==> run_1/layer_met3.png <==
The bar under the picture is 20 microns long.
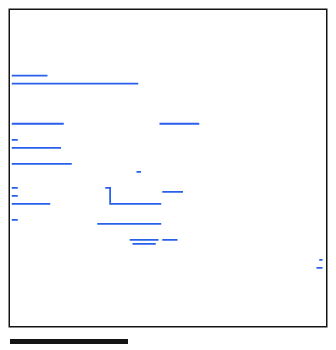
==> run_1/clk_routes.png <==
The bar under the picture is 20 microns long.
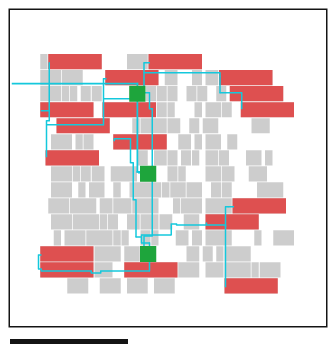
==> run_1/wires.png <==
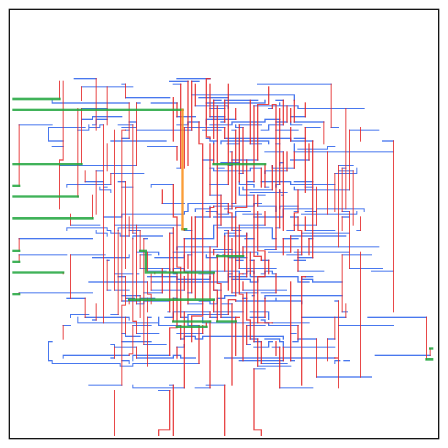
==> run_1/flops_by_reg.png <==
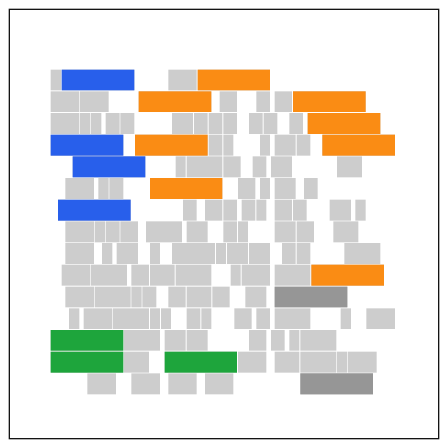
===== config.mk =====
export PLATFORM = sky130hd
export DESIGN_NAME = rst_release_seq
export DESIGN_NICKNAME = d
export VERILOG_FILES = /design/src/rtl/rst_seq_pkg.sv /design/src/rtl/rst_seq_dly_cnt.sv /design/src/rtl/rst_release_seq.sv
export SDC_FILE = /design/constraint.sdc
export NUM_CORES = 1
export LEC_CHECK = 0
export CAP_MARGIN = 15
export CORE_MARGIN = 5
export CORE_UTILIZATION = 56
export DETAILED_ROUTE_END_ITERATION = 8
export PLACE_DENSITY_LB_ADDON = 0.1
export SETUP_SLACK_MARGIN = 0.05
export SLEW_MARGIN = 5
export SYNTH_ARGS = -nofsm -noshare
export SYNTH_HDL_FRONTEND = slang
export SYNTH_SLANG_ARGS = --single-unit

===== constraint.sdc =====
create_clock -name clk_i -period 4.8 [get_ports clk_i]
set_clock_uncertainty 0.1 [all_clocks]
set_input_delay 0.72 -clock clk_i [delete_from_list [all_inputs] [get_ports clk_i]]
set_output_delay 0.72 -clock clk_i [all_outputs]
set_load 0.005 [all_outputs]

===== src/rtl/rst_seq_pkg.sv =====
// rtl/rst_seq_pkg.sv - shared types and helpers for the reset release sequencer
//
// Purpose : FSM state enum and the reset-level helper used by rst_release_seq.
// Ports   : none (package).

package rst_seq_pkg;

  typedef enum logic [2:0] {
    ST_HOLD     = 3'd0,
    ST_REL      = 3'd1,
    ST_WAIT_ACK = 3'd2,
    ST_RUN      = 3'd3,
    ST_FAULT    = 3'd4
  } state_e;

  // Output level of a reset line: asserted=1 gives the "in reset" level,
  // asserted=0 the "released" level, for the chosen polarity.
  function automatic logic res_level(input logic active_high, input logic asserted);
    return asserted ? active_high : ~active_high;
  endfunction

  // Polarity decode from the OUT_RES_POL string.
  function automatic logic pol_is_high(input string pol);
    return (pol == "ACTIVE_HIGH");
  endfunction

endpackage


===== src/rtl/rst_seq_dly_cnt.sv =====
// rtl/rst_seq_dly_cnt.sv - shared delay / acknowledge-timeout counter
//
// Purpose : up-counter with clear, enable and terminal compare. Used both for
//           the inter-stage delay and for the acknowledge timeout.
// Ports   : clk_i   clock (rising edge)
//           rst_i   asynchronous active-low reset
//           clr_i   restart the count; with en_i also set, the count restarts
//                   at 1 so the clearing cycle is itself counted
//           en_i    count enable
//           term_i  terminal value
//           hit_o   count equals term_i

module rst_seq_dly_cnt #(
  parameter int DLY_W = 8
) (
  input  logic             clk_i,
  input  logic             rst_i,
  input  logic             clr_i,
  input  logic             en_i,
  input  logic [DLY_W-1:0] term_i,
  output logic             hit_o
);

  logic [DLY_W-1:0] cnt_q;

  always_ff @(posedge clk_i or negedge rst_i) begin
    if (!rst_i) begin
      cnt_q <= '0;
    end else if (clr_i) begin
      cnt_q <= DLY_W'(en_i);
    end else if (en_i) begin
      cnt_q <= cnt_q + 1'b1;
    end
  end

  assign hit_o = (cnt_q == term_i);

endmodule


===== src/rtl/rst_release_seq.sv =====
// rtl/rst_release_seq.sv - staged reset release sequencer with per-stage acknowledge
//
// Purpose : releases NUM_STAGES resets one at a time, STAGE_DLY cycles apart,
//           waiting for each stage's acknowledge before the next one.
// Macro   : RST_SEQ_ACK_TIMEOUT_EN - enables the acknowledge timeout and the
//           FAULT state; when undefined err_o is tied to 0.
// Ports   : clk_i     clock (rising edge)
//           rst_i     asynchronous active-low reset
//           sw_rst_i  synchronous soft-reset request, level, active high
//           ack_i     per-stage "out of reset" acknowledge
//           rst_o     per-stage reset, polarity OUT_RES_POL, registered
//           stage_o   number of released stages
//           busy_o    sequence in progress
//           done_o    all stages released and acknowledged
//           err_o     sticky acknowledge timeout flag

module rst_release_seq
  import rst_seq_pkg::*;
#(
  parameter int    NUM_STAGES  = 4,
  parameter int    STAGE_DLY   = 16,
  parameter int    DLY_W       = 8,
  parameter int    ACK_TO      = 255,
  parameter string OUT_RES_POL = "ACTIVE_LOW",
  localparam int   STG_W       = $clog2(NUM_STAGES + 1)
) (
  input  logic                  clk_i,
  input  logic                  rst_i,
  input  logic                  sw_rst_i,
  input  logic [NUM_STAGES-1:0] ack_i,
  output logic [NUM_STAGES-1:0] rst_o,
  output logic [STG_W-1:0]      stage_o,
  output logic                  busy_o,
  output logic                  done_o,
  output logic                  err_o
);

  localparam logic             ACT_HIGH   = pol_is_high(OUT_RES_POL);
  localparam logic             LVL_ON     = res_level(ACT_HIGH, 1'b1);
  localparam logic             LVL_OFF    = res_level(ACT_HIGH, 1'b0);
  localparam logic [DLY_W-1:0] STAGE_TERM = DLY_W'(STAGE_DLY - 1);
  localparam logic [DLY_W-1:0] ACK_TERM   = DLY_W'(ACK_TO - 1);
  localparam logic [STG_W-1:0] LAST_STG   = STG_W'(NUM_STAGES);

  if (NUM_STAGES < 1 || NUM_STAGES > 16) begin : g_bad_num_stages
    $fatal(1, "rst_release_seq: NUM_STAGES must be in 1..16");
  end
  if (DLY_W < 1 || DLY_W > 30) begin : g_bad_dly_w
    $fatal(1, "rst_release_seq: DLY_W must be in 1..30");
  end
  if (STAGE_DLY < 1 || STAGE_DLY > (1 << DLY_W) - 1) begin : g_bad_stage_dly
    $fatal(1, "rst_release_seq: STAGE_DLY must be in 1..2^DLY_W-1");
  end
  if (ACK_TO < 1 || ACK_TO > (1 << DLY_W) - 1) begin : g_bad_ack_to
    $fatal(1, "rst_release_seq: ACK_TO must be in 1..2^DLY_W-1");
  end
  if (OUT_RES_POL != "ACTIVE_LOW" && OUT_RES_POL != "ACTIVE_HIGH") begin : g_bad_pol
    $fatal(1, "rst_release_seq: OUT_RES_POL must be ACTIVE_LOW or ACTIVE_HIGH");
  end

  state_e                  state_q, state_d;
  logic [STG_W-1:0]        stage_q, stage_d;
  logic [NUM_STAGES-1:0]   rst_q, rst_d;
  logic                    cnt_clr, cnt_en, cnt_hit;
  logic [DLY_W-1:0]        cnt_term;
  logic                    ack_cur;
`ifdef RST_SEQ_ACK_TIMEOUT_EN
  logic                    err_q, err_d;
`endif

  rst_seq_dly_cnt #(
    .DLY_W (DLY_W)
  ) u_dly_cnt (
    .clk_i  (clk_i),
    .rst_i  (rst_i),
    .clr_i  (cnt_clr),
    .en_i   (cnt_en),
    .term_i (cnt_term),
    .hit_o  (cnt_hit)
  );

  always_ff @(posedge clk_i or negedge rst_i) begin
    if (!rst_i) begin
      state_q <= ST_HOLD;
      stage_q <= '0;
      rst_q   <= {NUM_STAGES{LVL_ON}};
`ifdef RST_SEQ_ACK_TIMEOUT_EN
      err_q   <= 1'b0;
`endif
    end else begin
      state_q <= state_d;
      stage_q <= stage_d;
      rst_q   <= rst_d;
`ifdef RST_SEQ_ACK_TIMEOUT_EN
      err_q   <= err_d;
`endif
    end
  end

  // Acknowledge of the most recently released stage (index stage_q-1); all
  // other ack bits are ignored.
  always_comb begin
    ack_cur = 1'b0;
    for (int k = 0; k < NUM_STAGES; k++) begin
      if (int'(stage_q) == k + 1) ack_cur = ack_i[k];
    end
  end

  always_comb begin
    state_d  = state_q;
    stage_d  = stage_q;
    rst_d    = rst_q;
    cnt_clr  = 1'b0;
    cnt_en   = 1'b0;
    cnt_term = (state_q == ST_WAIT_ACK) ? ACK_TERM : STAGE_TERM;
`ifdef RST_SEQ_ACK_TIMEOUT_EN
    err_d    = err_q;
`endif

    if (sw_rst_i) begin
      // Soft reset overrides everything, including a same-cycle acknowledge.
      state_d = ST_HOLD;
      stage_d = '0;
      rst_d   = {NUM_STAGES{LVL_ON}};
      cnt_clr = 1'b1;
`ifdef RST_SEQ_ACK_TIMEOUT_EN
      err_d   = 1'b0;
`endif
    end else begin
      case (state_q)
        ST_HOLD: begin
          cnt_en = 1'b1;
          if (cnt_hit) state_d = ST_REL;
        end

        ST_REL: begin
          for (int k = 0; k < NUM_STAGES; k++) begin
            if (int'(stage_q) == k) rst_d[k] = LVL_OFF;
          end
          stage_d = stage_q + 1'b1;
          cnt_clr = 1'b1;
          state_d = ST_WAIT_ACK;
        end

        ST_WAIT_ACK: begin
          if (ack_cur) begin
            // The sampling cycle is the first cycle of the next stage delay,
            // so the counter restarts at 1 rather than 0.
            cnt_clr = 1'b1;
            cnt_en  = 1'b1;
            if (stage_q == LAST_STG) begin
              state_d = ST_RUN;
            end else if (STAGE_DLY == 1) begin
              state_d = ST_REL;
            end else begin
              state_d = ST_HOLD;
            end
          end
`ifdef RST_SEQ_ACK_TIMEOUT_EN
          else begin
            cnt_en = 1'b1;
            if (cnt_hit) begin
              state_d = ST_FAULT;
              stage_d = '0;
              rst_d   = {NUM_STAGES{LVL_ON}};
              err_d   = 1'b1;
            end
          end
`endif
        end

        ST_RUN: begin
          // Released resets stay released; ack_i is no longer looked at.
        end

        ST_FAULT: begin
          // Left only through sw_rst_i or rst_i.
        end

        default: begin
          state_d = ST_HOLD;
          stage_d = '0;
          rst_d   = {NUM_STAGES{LVL_ON}};
        end
      endcase
    end
  end

  assign rst_o   = rst_q;
  assign stage_o = stage_q;
  assign busy_o  = (state_q == ST_HOLD) || (state_q == ST_REL) || (state_q == ST_WAIT_ACK);
  assign done_o  = (state_q == ST_RUN);
`ifdef RST_SEQ_ACK_TIMEOUT_EN
  assign err_o   = err_q;
`else
  assign err_o   = 1'b0;
`endif

endmodule


==> run notes, run 1 <==
run results: most used standard cell by instance count after synthesis=dfrtp_1, Ports=17, Reg area=425.4 sq um, gpl congestion=0.8979, Detailed Route WL=2271 microns, slew at the pin closest to its max-slew limit=0.8537 ns, Power Density=376.4 mW/mm^2, # diodes=0, clk tree area frac=0.02196, Die ar.=0.002879 sq mm, YS warnings=0, CP delay by family, top=AND-OR/OR-AND gates, crit share post-route=0.5092, syn_nets=133, CP Capture Type=register, Top Layout Cells=dfrtp_1, clkdlybuf4s50_1, a21oi_1, ha_1, nor2_1, Adder Area Share=0.1290, Synth top area share=0.3986, fmax=0.4091 GHz, via count=910, cell mode on critical path=ha_1, tapcell count=25, sequential share of cell area=0.3393, status=finished, final reports clean, Netlist cell types=34, Compound-Gate Fraction of Synth Area=0.1899, Logic inverters=9, Initial Util=0.6050, Top cells by area=dfrtp_1, ha_1, a21oi_1, Worst EP required=4.88 ns, yosys simple share=0.1993, Layout fillers=147, CTS tree=done, Core Region=0.001764 sq mm, Die W=53.66 microns, top_reg_cell synth=dfrtp_1, worst hold path type=reg -> reg, DR vias/cell=5.871, commonest cells in the netlist=dfrtp_1, a21oi_1, ha_1, nor2_1, inv_1, antenna violations before repair=0, MUX share of area=0.01876
## Picture notes: layer_met3.png
wire length on this layer = 106 microns
main direction = horizontal
longest straight run = 21.2 microns
nets with wire on the layer = 18
share of all routed wire = 4.7%

## Picture notes: clk_routes.png
clock drivers -> green  # count 3
clock wires -> cyan  # length 226 microns
flip-flops -> red  # count 17
routed clock nets = 4
power share of the clock group: 0.163
Clk. pwr: 0.0000770 W
later-pin clock latency in the skew report: 0.29 ns

## Picture notes: wires.png
metal 4 -> orange  # wire length 15.0 microns
metal 2 -> red  # wire length 1110 microns
metal 3 -> green  # wire length 106 microns
metal 1 -> blue  # wire length 1040 microns

## Picture notes: flops_by_reg.png
rst_o -> blue  # sequential cells 4
u_dly_cnt.cnt_q -> orange  # sequential cells 8
stage_o -> green  # sequential cells 3
not coloured = 2

run 1: metrics by stage:
stage | cell area [sq um] | power (W) | utilization | hold WS [ns] | instances
after floorplan | 1067 | 0.0003356 | - | 0.3244 | 115
after global placement | 1226 | 0.0003854 | 0.6950 | 0.3898 | 151
after detailed placement | 1226 | 0.0003953 | 0.6950 | 0.3900 | 151
after CTS | 1254 | 0.0004764 | 0.7106 | 0.4188 | 155
after global routing | 1254 | 0.0005110 | 0.7106 | 0.4306 | 155
final | 1254 | 0.0004719 | 0.7106 | 0.4150 | 155
run 1: power by group:
group          switching, W   total, W  internal, W
Sequential        0.0000318   0.000196     0.000164
Clock             0.0000460  0.0000770    0.0000310
Combinational      0.000106   0.000199    0.0000923
Total              0.000184   0.000472     0.000288
run 1: final timing paths:
check,from,to,slack (ns),cells after the start
min in group asynchronous,rst_i,state_q[1]$_DFFE_PN0P_,0.77,1
max,stage_o[0]$_DFFE_PN0P_,u_dly_cnt.cnt_q[1]$_DFFE_PN0P_,2.36,7
max in group asynchronous,rst_i,rst_o[1]$_DFFE_PN0P_,3.35,1
max reg2reg,stage_o[0]$_DFFE_PN0P_,u_dly_cnt.cnt_q[1]$_DFFE_PN0P_,2.36,7
min reg2reg,rst_o[1]$_DFFE_PN0P_,rst_o[1]$_DFFE_PN0P_,0.42,2
min,rst_o[1]$_DFFE_PN0P_,rst_o[1]$_DFFE_PN0P_,0.42,2
run 1: per-layer routing:
layer,global-route usage,up-vias,share of wire
li1,-,445,-
met1,0.2203,436,0.46
met2,0.3204,27,0.49
met3,0.03601,2,0.047
met4,0.09787,0,0.0062
met5,0,-,0
run 1: registers in the layout, summed over array words and instances, names as in the netlist:
| name | count |
|---|---|
| state_q | 2 |
| u_dly_cnt.cnt_q | 8 |
| rst_o | 4 |
| stage_o | 3 |
==> run 2: changes to the inputs <==
Settings changed: CORE_ASPECT_RATIO set to 1.5, CORE_UTILIZATION 56 to 47.
Clock period 4.8 ns to 2.22 ns, I/O delays scaled along.
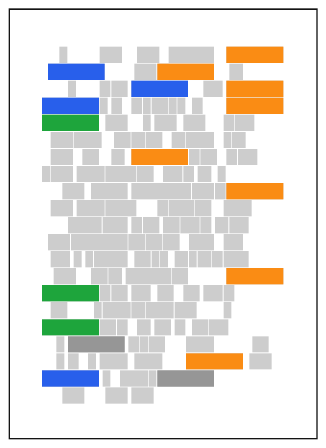
(run_2/flops_by_reg.png)
stage_o -> green  # sequential cells 3
u_dly_cnt.cnt_q -> orange  # sequential cells 8
rst_o -> blue  # sequential cells 4
not coloured = 2

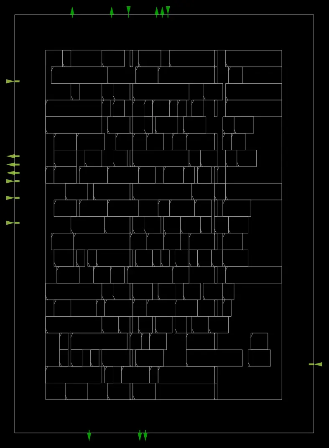
(run_2/placement.png)
Layout fillers: 179
sequential share of cell area: 0.2776

==> run notes, run 2 <==
run results: Net Sw Frac=0.3824, Compound-Gate Fraction of Synth Area=0.1899, top_reg_cell synth=dfrtp_1, commonest cells in the netlist=dfrtp_1, a21oi_1, ha_1, nor2_1, inv_1, via count=1013, CP Capture Type=register, fin util=0.6944, Top Layout Cells=dfrtp_1, buf_4, clkdlybuf4s50_1, nor2_1, Top cells by area=dfrtp_1, ha_1, a21oi_1, DR vias/cell=5.855, Detailed Route WL=2931 microns, status=finished, final reports clean, most used standard cell by instance count after synthesis=dfrtp_1, Die W=48.91 microns, Die ar.=0.003343 sq mm, Power Total=0.001272 W, Layout Cells excl Fill=173, WHS=0.2480 ns, gpl congestion=0.8077, MUX share of area=0.01876, highest metal used=met4, Core Region=0.002207 sq mm, Power Density=829.9 mW/mm^2, syn_nets=133, power share of the clock group=0.137, post-route cell area=0.001533 sq mm, crit share post-route=0.9759, met2 wire len=1647 microns, yosys simple share=0.1993, Ports=17, met1 Track Usage GR=0.1867, worst hold path type=in -> async, met3 usage=0.02397, antenna violations before repair=0, Worst EP required=2.36 ns, Internal Pwr Total=0.0007855 W, DR WL met3=71 microns, # diodes=0, Netlist cell types=34, Top reg by flops=u_dly_cnt.cnt_q, fmax=0.4616 GHz
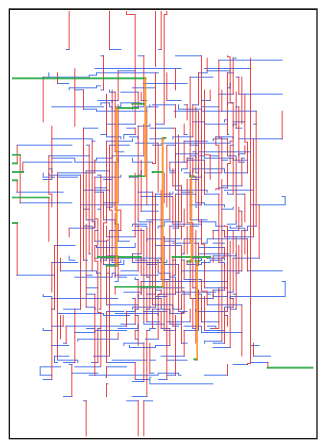
(run_2/wires.png)
metal 4 -> orange  # wire length 93.8 microns
metal 3 -> green  # wire length 72.0 microns
metal 2 -> red  # wire length 1650 microns
metal 1 -> blue  # wire length 1120 microns

[run 2: critical path, cell delays in order, from the launching register on]
cell      delay, ns
dfrtp_1        0.43
ha_2           0.22
ha_4           0.18
nor2b_4        0.14
a211oi_4       0.20
a221oi_4       0.10
buf_6          0.14
buf_4          0.13
or3_1          0.32
a21oi_2        0.14
[run 2: cell type report]
class	instances	area [sq um]
well taps	23	28.78
repair buffers	35	317.8
flip-flops and latches	17	425.4
multi-input cells	85	699.4
clock buffers	3	22.52
inverters	9	33.78
clock inverters	1	5.005
fillers	179	674.4
[run 2: power by group through the flow]
stage | registers, W | clock network, W | logic, W
after floorplan | 0.000416 | 0 | 0.000310
after global placement | 0.000415 | 0 | 0.000496
after detailed placement | 0.000416 | 0 | 0.000504
after CTS | 0.000411 | 0.000177 | 0.000590
after global routing | 0.000422 | 0.000195 | 0.000748
final | 0.000413 | 0.000174 | 0.000684
[run 2: final timing paths]
check	end	slack (ns)	from	cells past startpoint
setup / recovery	u_dly_cnt.cnt_q[4]$_DFFE_PN0P_	0.05	stage_o[1]$_DFFE_PN0P_	9
hold / removal	u_dly_cnt.cnt_q[6]$_DFFE_PN0P_	0.25	rst_i	2
setup reg to reg	u_dly_cnt.cnt_q[4]$_DFFE_PN0P_	0.05	stage_o[1]$_DFFE_PN0P_	9
hold reg to reg	rst_o[1]$_DFFE_PN0P_	0.41	rst_o[1]$_DFFE_PN0P_	2
max in group asynchronous	stage_o[0]$_DFFE_PN0P_	1.58	rst_i	2
min in group clk_i	rst_o[1]$_DFFE_PN0P_	0.41	rst_o[1]$_DFFE_PN0P_	2
[run 2: timing repair]
item                       4_1_cts  5_1_grt
setup endpoints to repair        7       10
hold endpoints to repair         0        0
pin swaps                        5       15
buffers inserted                 4        4
resized                          4       22
cloned                           1        0
No activity file was given, so power comes from the tool's default toggle rates.
